### src/rtl/accelerator_weighting_arbiter.sv
// Round-robin arbiter sharing one matrix-product engine between the forward and
// backward weighting requesters, with operand/result routing and a BUSY watchdog.
module accelerator_weighting_arbiter #(
    parameter int unsigned DATA_SIZE    = 64,
    parameter int unsigned CONTROL_SIZE = 64,
    parameter int unsigned TIMEOUT      = 65535
) (
    input  logic                 CLK,
    input  logic                 RST,

    input  logic                 F_REQ,
    input  logic                 B_REQ,
    output logic                 F_GNT,
    output logic                 B_GNT,
    output logic                 F_DONE,
    output logic                 B_DONE,
    output logic                 ERROR,

    input  logic                 F_A_I_ENABLE,
    input  logic                 F_A_J_ENABLE,
    input  logic                 F_B_I_ENABLE,
    input  logic                 F_B_J_ENABLE,
    input  logic [DATA_SIZE-1:0] F_A_IN,
    input  logic [DATA_SIZE-1:0] F_B_IN,
    output logic                 F_OUT_I_ENABLE,
    output logic                 F_OUT_J_ENABLE,

    input  logic                 B_A_I_ENABLE,
    input  logic                 B_A_J_ENABLE,
    input  logic                 B_B_I_ENABLE,
    input  logic                 B_B_J_ENABLE,
    input  logic [DATA_SIZE-1:0] B_A_IN,
    input  logic [DATA_SIZE-1:0] B_B_IN,
    output logic                 B_OUT_I_ENABLE,
    output logic                 B_OUT_J_ENABLE,

    input  logic [DATA_SIZE-1:0] SIZE_R_IN,
    input  logic [DATA_SIZE-1:0] SIZE_N_IN,

    output logic                 ENG_START,
    input  logic                 ENG_READY,
    output logic                 ENG_A_I_ENABLE,
    output logic                 ENG_A_J_ENABLE,
    output logic                 ENG_B_I_ENABLE,
    output logic                 ENG_B_J_ENABLE,
    output logic [DATA_SIZE-1:0] ENG_SIZE_A_I,
    output logic [DATA_SIZE-1:0] ENG_SIZE_A_J,
    output logic [DATA_SIZE-1:0] ENG_SIZE_B_I,
    output logic [DATA_SIZE-1:0] ENG_SIZE_B_J,
    output logic [DATA_SIZE-1:0] ENG_A_IN,
    output logic [DATA_SIZE-1:0] ENG_B_IN,
    input  logic                 ENG_OUT_I_ENABLE,
    input  logic                 ENG_OUT_J_ENABLE
);

    typedef enum logic [1:0] {
        ST_IDLE,
        ST_GRANT,
        ST_BUSY,
        ST_RELEASE
    } state_t;

    localparam logic [CONTROL_SIZE-1:0] TIMEOUT_C = CONTROL_SIZE'(TIMEOUT);

    state_t                  state_q, state_d;
    logic [1:0]              gnt_q, gnt_d;       // [0] = forward, [1] = backward
    logic                    last_b_q, last_b_d;
    logic                    error_q, error_d;
    logic [CONTROL_SIZE-1:0] wdog_q, wdog_d;
    logic [CONTROL_SIZE-1:0] wdog_inc;
    logic [DATA_SIZE-1:0]    size_a_i_q, size_a_i_d;
    logic [DATA_SIZE-1:0]    size_a_j_q, size_a_j_d;
    logic [DATA_SIZE-1:0]    size_b_i_q, size_b_i_d;
    logic [DATA_SIZE-1:0]    size_b_j_q, size_b_j_d;

    assign wdog_inc = wdog_q + CONTROL_SIZE'(1);

    always_ff @(posedge CLK or negedge RST) begin
        if (!RST) begin
            state_q <= ST_IDLE;
        end else begin
            state_q <= state_d;
        end
    end

    always_ff @(posedge CLK or negedge RST) begin
        if (!RST) begin
            gnt_q      <= '0;
            last_b_q   <= 1'b1;
            error_q    <= 1'b0;
            wdog_q     <= '0;
            size_a_i_q <= '0;
            size_a_j_q <= '0;
            size_b_i_q <= '0;
            size_b_j_q <= '0;
        end else begin
            gnt_q      <= gnt_d;
            last_b_q   <= last_b_d;
            error_q    <= error_d;
            wdog_q     <= wdog_d;
            size_a_i_q <= size_a_i_d;
            size_a_j_q <= size_a_j_d;
            size_b_i_q <= size_b_i_d;
            size_b_j_q <= size_b_j_d;
        end
    end

    always_comb begin
        state_d    = state_q;
        gnt_d      = gnt_q;
        last_b_d   = last_b_q;
        error_d    = 1'b0;
        wdog_d     = wdog_q;
        size_a_i_d = size_a_i_q;
        size_a_j_d = size_a_j_q;
        size_b_i_d = size_b_i_q;
        size_b_j_d = size_b_j_q;
        case (state_q)
            ST_IDLE: begin
                if (F_REQ || B_REQ) begin
                    if (F_REQ && (!B_REQ || last_b_q)) begin
                        gnt_d = 2'b01;
                    end else begin
                        gnt_d = 2'b10;
                    end
                    // Sizes are captured on entry to GRANT so they are stable alongside ENG_START.
                    size_a_i_d = SIZE_N_IN;
                    size_a_j_d = SIZE_N_IN;
                    size_b_i_d = SIZE_R_IN;
                    size_b_j_d = SIZE_N_IN;
                    state_d    = ST_GRANT;
                end
            end
            ST_GRANT: begin
                wdog_d  = '0;
                state_d = ST_BUSY;
            end
            ST_BUSY: begin
                if (ENG_READY) begin
                    state_d = ST_RELEASE;
                end else if (wdog_inc == TIMEOUT_C) begin
                    error_d  = 1'b1;
                    gnt_d    = '0;
                    last_b_d = gnt_q[1];
                    state_d  = ST_IDLE;
                end else begin
                    wdog_d = wdog_inc;
                end
            end
            ST_RELEASE: begin
                gnt_d    = '0;
                last_b_d = gnt_q[1];
                state_d  = ST_IDLE;
            end
            default: begin
                gnt_d   = '0;
                state_d = ST_IDLE;
            end
        endcase
    end

    always_comb begin
        F_GNT          = gnt_q[0];
        B_GNT          = gnt_q[1];
        ERROR          = error_q;
        ENG_START      = (state_q == ST_GRANT);
        F_DONE         = (state_q == ST_RELEASE) && gnt_q[0];
        B_DONE         = (state_q == ST_RELEASE) && gnt_q[1];
        ENG_SIZE_A_I   = size_a_i_q;
        ENG_SIZE_A_J   = size_a_j_q;
        ENG_SIZE_B_I   = size_b_i_q;
        ENG_SIZE_B_J   = size_b_j_q;
        ENG_A_I_ENABLE = 1'b0;
        ENG_A_J_ENABLE = 1'b0;
        ENG_B_I_ENABLE = 1'b0;
        ENG_B_J_ENABLE = 1'b0;
        ENG_A_IN       = '0;
        ENG_B_IN       = '0;
        if (state_q == ST_BUSY) begin
            if (gnt_q[0]) begin
                ENG_A_I_ENABLE = F_A_I_ENABLE;
                ENG_A_J_ENABLE = F_A_J_ENABLE;
                ENG_B_I_ENABLE = F_B_I_ENABLE;
                ENG_B_J_ENABLE = F_B_J_ENABLE;
                ENG_A_IN       = F_A_IN;
                ENG_B_IN       = F_B_IN;
            end else if (gnt_q[1]) begin
                ENG_A_I_ENABLE = B_A_I_ENABLE;
                ENG_A_J_ENABLE = B_A_J_ENABLE;
                ENG_B_I_ENABLE = B_B_I_ENABLE;
                ENG_B_J_ENABLE = B_B_J_ENABLE;
                ENG_A_IN       = B_A_IN;
                ENG_B_IN       = B_B_IN;
            end
        end
        F_OUT_I_ENABLE = ENG_OUT_I_ENABLE && gnt_q[0];
        F_OUT_J_ENABLE = ENG_OUT_J_ENABLE && gnt_q[0];
        B_OUT_I_ENABLE = ENG_OUT_I_ENABLE && gnt_q[1];
        B_OUT_J_ENABLE = ENG_OUT_J_ENABLE && gnt_q[1];
    end

endmodule

### config.mk
export PLATFORM = sky130hd
export DESIGN_NAME = accelerator_weighting_arbiter
export DESIGN_NICKNAME = d
export VERILOG_FILES = /design/src/rtl/accelerator_weighting_arbiter.sv
export SDC_FILE = /design/constraint.sdc
export NUM_CORES = 1
export LEC_CHECK = 0
export CAP_MARGIN = 20
export CELL_PAD_IN_SITES_DETAIL_PLACEMENT = 1
export CELL_PAD_IN_SITES_GLOBAL_PLACEMENT = 1
export CORE_AREA = 3 3 313 315
export DETAILED_ROUTE_END_ITERATION = 10
export DIE_AREA = 0 0 316 318
export DONT_BUFFER_PORTS = 1
export GPL_TIMING_DRIVEN = 0
export PLACE_DENSITY_LB_ADDON = 0.1
export SLEW_MARGIN = 10
export SYNTH_ARGS = -nofsm -noshare
export SYNTH_HDL_FRONTEND = slang
export SYNTH_SLANG_ARGS = --single-unit
### constraint.sdc
create_clock -name CLK -period 6 [get_ports CLK]
set_clock_uncertainty 0.1 [all_clocks]
set_input_delay 1.5 -clock CLK [delete_from_list [all_inputs] [get_ports CLK]]
set_output_delay 1.5 -clock CLK [all_outputs]
set_load 0.02 [all_outputs]
Figure 1. I/O nets highlighted.
Scale: 1 px per micron.
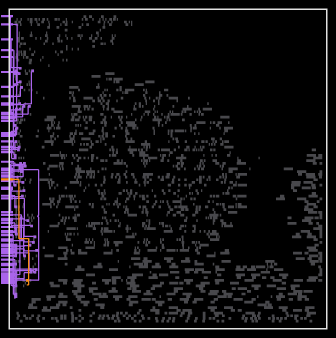
`B_B_J_ENABLE` -> orange  # bits 1, direction input, end cells 1, buffers 0, wire 128 microns
`B_A_IN` -> purple  # bits 64, direction input, end cells 64, buffers 0, wire 1,680 microns

Figure 2. Cell placement.
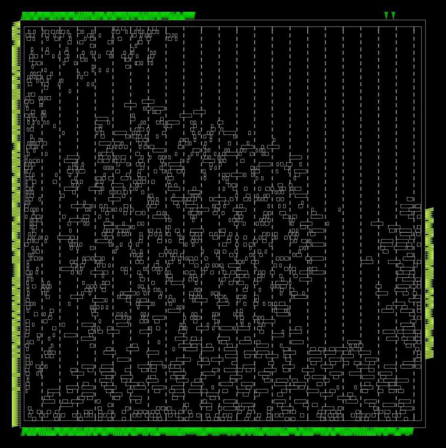
fin cells: 2,838
fill count: 11,220
Seq cells: 198
Finished Core Util: 16.57%

==> impl_metrics.tcl <==
# metrics dict for downstream scripts
set metrics [dict create \
    status "complete, no violations" \
    critPathLaunchType "flip-flop" \
    drtAntennaViolNets 0 \
    cp.arrival_ps 5850 \
    slew_violations 0 \
    ys_sh_mux_pct 12.76 \
    setup_viol 0 \
    synthFlopType "dfrtp_1" \
    cp-end-kind "flip-flop" \
    r2r_cells 12 \
    drive_above_1_share_pct 22.31 \
    p_leak_uw 0.005744 \
    buf_share_pct 9.806 \
    comb_cells 1045 \
    top_cell "dfrtp_1" \
    critPathMaxStageDelay_ps 730 \
    r2r-start "wdog_q[1]" \
    drv_cap 0 \
    yosys.area_share.aoi_pct 15.38 \
    cts_buffer_depth 2 \
    tap_cells 1265 \
    fp_nets 1917 \
    hold_viol_final 0 \
    sh_seq_area_pct 31.42 \
    comb_area_share_pct 44.07 \
    area_leaders "dfrtp_1 (37%), mux2_2 (11%), a22oi_1 (7.4%)" \
    hpwlAfterDp_microns 76910 \
    ys_cells 1516 \
    cts_sinks 198 \
    clk_latency_ps 490 \
    fin_ws_ps 478.6 \
    final_cell_mix "dfrtp_1 (197), nor2_1 (194), a22oi_1 (133), mux2_2 (131), buf_4 (130)" \
    drtIter0Drc 802 \
    antenna_found_initial 52 \
    die_w_microns 316 \
]
Figure 3. M1 wires.
Scale: 1.5 px per micron. Supply wires on this layer in grey.
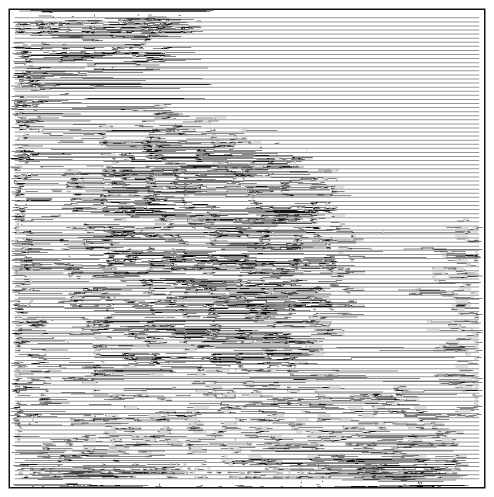
longest straight run = 228 microns
main direction = horizontal
share of all routed wire = 40%
wire length on this layer = 37.2 mm

Figure 4. Placed cells, one colour a class.
Scale: 1 px per micron.
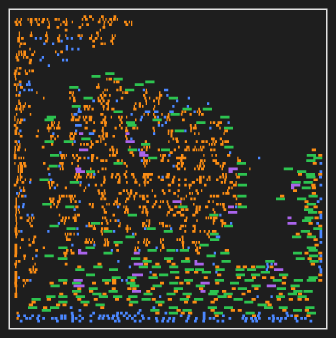
remaining buffers and delay cells -> blue  # cells 266
clock drivers and dummy loads -> purple  # cells 32
registers -> green  # cells 198
remaining logic cells -> orange  # cells 1,055

==> worst max-delay path by stage <==
stage	start	endpoint	depth (start not counted)
after floorplan	wdog_q[1]	wdog_q[13]	12
after global placement	wdog_q[1]	last_b_q	12
after detailed placement	wdog_q[0]	last_b_q	12
after CTS	state_q[0]	ENG_B_IN[63]	6
after global routing	wdog_q[1]	last_b_q	12
final	wdog_q[1]	last_b_q	12
==> routing by layer <==
layer | vias to the layer above | global-route usage, % | part of all wire, %
met5 | - | 0 | 0.16
met4 | 20 | 7.119 | 3.8
met3 | 126 | 4.207 | 5.8
met2 | 519 | 31.59 | 50
met1 | 6629 | 21.10 | 40
li1 | 5461 | - | -
